layers.png
Drawn at 4 px/um. Only two layers are drawn.
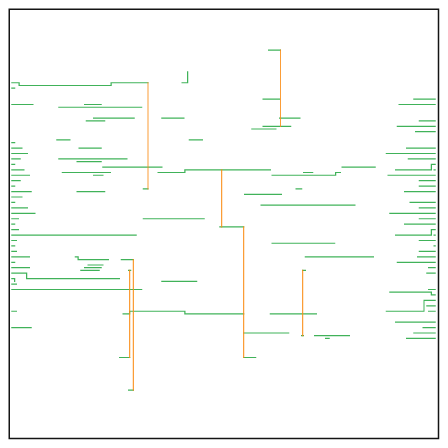
m4.png
Drawn at 4 px/um. Supply wires on this layer in grey.
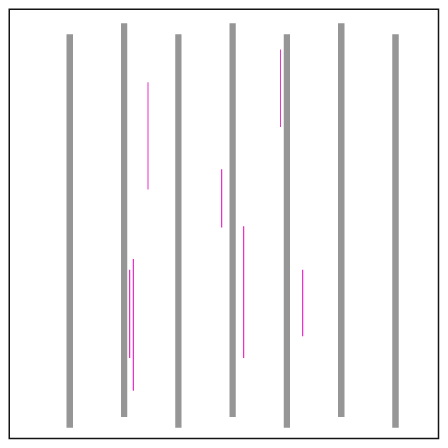
ff_map.png
Drawn at 4 px/um.
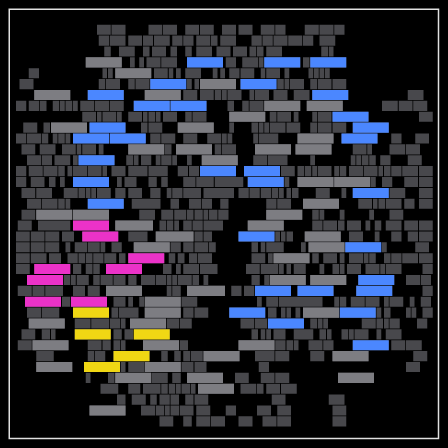
m1.png
Drawn at 6 px/um. Supply wires on this layer in grey.
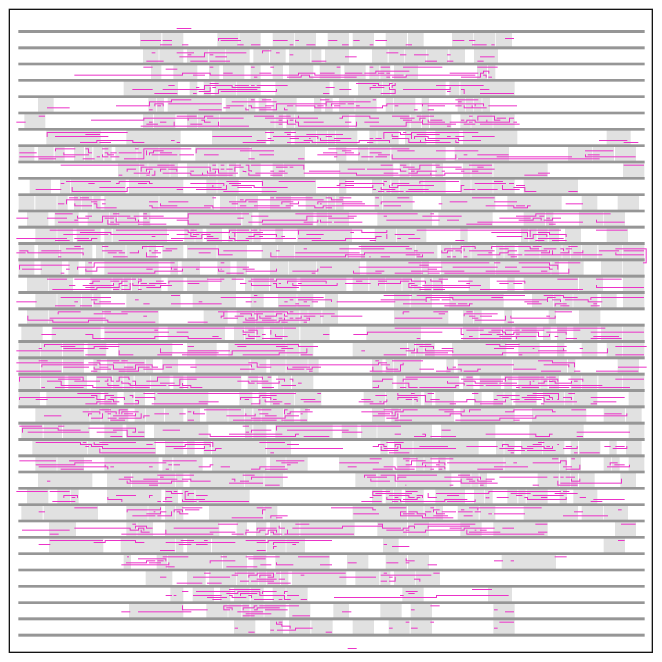
congestion_map.png
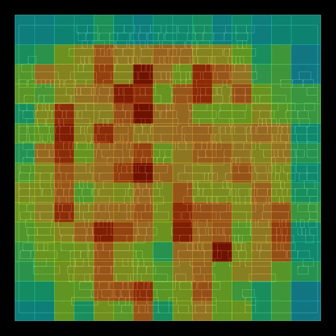
==> config.mk <==
export PLATFORM = sky130hd
export DESIGN_NAME = i2s_tx_scheduler
export DESIGN_NICKNAME = d
export VERILOG_FILES = /design/src/rtl/i2s_pkg.sv /design/src/rtl/i2s_clk_gen.sv /design/src/rtl/i2s_tx_scheduler.sv
export SDC_FILE = /design/constraint.sdc
export NUM_CORES = 1
export LEC_CHECK = 0
export CAP_MARGIN = 20
export CORE_MARGIN = 1
export CORE_UTILIZATION = 47
export DETAILED_ROUTE_END_ITERATION = 8
export MAX_ROUTING_LAYER = met4
export PLACE_DENSITY = 0.86
export SLEW_MARGIN = 0
export SYNTH_ARGS = -nofsm -noshare
export SYNTH_HDL_FRONTEND = slang
export SYNTH_SLANG_ARGS = --single-unit
==> constraint.sdc <==
create_clock -name S_AXIS_ACLK -period 2.5 [get_ports S_AXIS_ACLK]
set_input_delay 0.25 -clock S_AXIS_ACLK [delete_from_list [all_inputs] [get_ports S_AXIS_ACLK]]
set_output_delay 0.25 -clock S_AXIS_ACLK [all_outputs]
set_load 0.05 [all_outputs]
==> GITHUB_STEP_SUMMARY <==
### Metrics collected by this job

| Metric | Value |
|---|---|
| Register share after synthesis | `45.9%` |
| Top Usage Layer GRT | `met2` |
| Routed wl met2 | `6450 um` |
| Die height | `107 um` |
| Status | `finished, final reports clean` |
| Yosys xor share | `2.37%` |
| Yosys Instances | `523` |
| Synth unique cells | `44` |
| Top sig layer | `met4` |
| Largest cells by area | `dfrtp_1, mux2_2, nand2_1` |
| Syn Nets | `604` |
| Int Pwr | `2.13 mW` |
| N_taps | `136` |
| Largest net degree at the start of global routing | `57` |
| Antenna Nets Post-Route | `0` |
| Stages on the worst setup path | `6` |
| Placed cells | `764` |
| Post-synthesis mux area share | `15.0%` |
| Initial drt markers | `300` |
| Met3 routed WL | `815 um` |
| DP HPWL | `8910 um` |
| CORE AREA | `0.0105 mm2` |
| Final setup fails | `0` |
| Layout area overhead | `29.8%` |
| Comb power | `0.198 mW` |
| Power per standard cell area | `411 mW/mm2` |
| NetSw | `0.629 mW` |
| Max cap viols | `0` |
| Dominant cell area share | `45.9%` |
| Layout cells sized above 1 | `19.1%` |
| Largest cell class | `multi-input combinational cells` |
| Setup TNS | `0 ps` |
| Critical Path RT | `2250 ps` |
| Ys flop type | `dfrtp_1` |
| Tmin final | `2360 ps` |
| Clk Latency, worst-skew pair | `360 ps` |
| Simple Share, Synth | `15.4%` |
| GRT overflow | `0` |
| Area of the multi-input gates | `0.00259 mm2` |
| Slew HR | `59.7%` |
| Post-Syn Instances | `523` |
| Initial antenna violation count | `0` |
| CTS Sinks | `95` |
| Max Transition Viols Final | `0` |
| Slowest-stage cell, CP | `dfrtp_2` |
| CP arrival | `2110 ps` |
| Worst slew pin tran | `604 ps` |
| Most frequent logic cells in the routed design | `nand2_1, dfrtp_1, clkdlybuf4s50_1` |
| Filler cells | `818` |
| Crit Path Max Fanout | `15` |
| Total tool warning count | `29` |
-- layers.png (at the start) --
orange -> M4  # wire length 163 um
green -> M3  # wire length 816 um
WL/cell: 16.6 um
DR vias: 4443

-- m4.png (at the start) --
wire length on this layer = 163 um
longest straight run = 32.6 um
WL final: 13000 um

-- ff_map.png (at the start) --
yellow -> u_clk_gen.r_bit_cnt  # placed flops 5, where south-west
magenta -> resync_cnt  # placed flops 8, where west
blue -> r_right  # placed flops 32
not coloured = 50
Seq area share: 35.4%
FF/Latch Area: 0.00238 mm2
P_seq: 1.54 mW
post-layout util: 63.9%

-- m1.png (at the start) --
nets with wire on the layer = 630
main direction = horizontal
wire length on this layer = 5550 um
share of all routed wire = 43%
longest straight run = 40.5 um
met1 GRT Util: 30.5%

-- congestion_map.png (at the start) --
GR met2 Demand/Resource: 40.4%
GRT Util Overall: 24.5%
grt met3 use: 5.11%

Power is estimated from default activity; no workload was simulated.
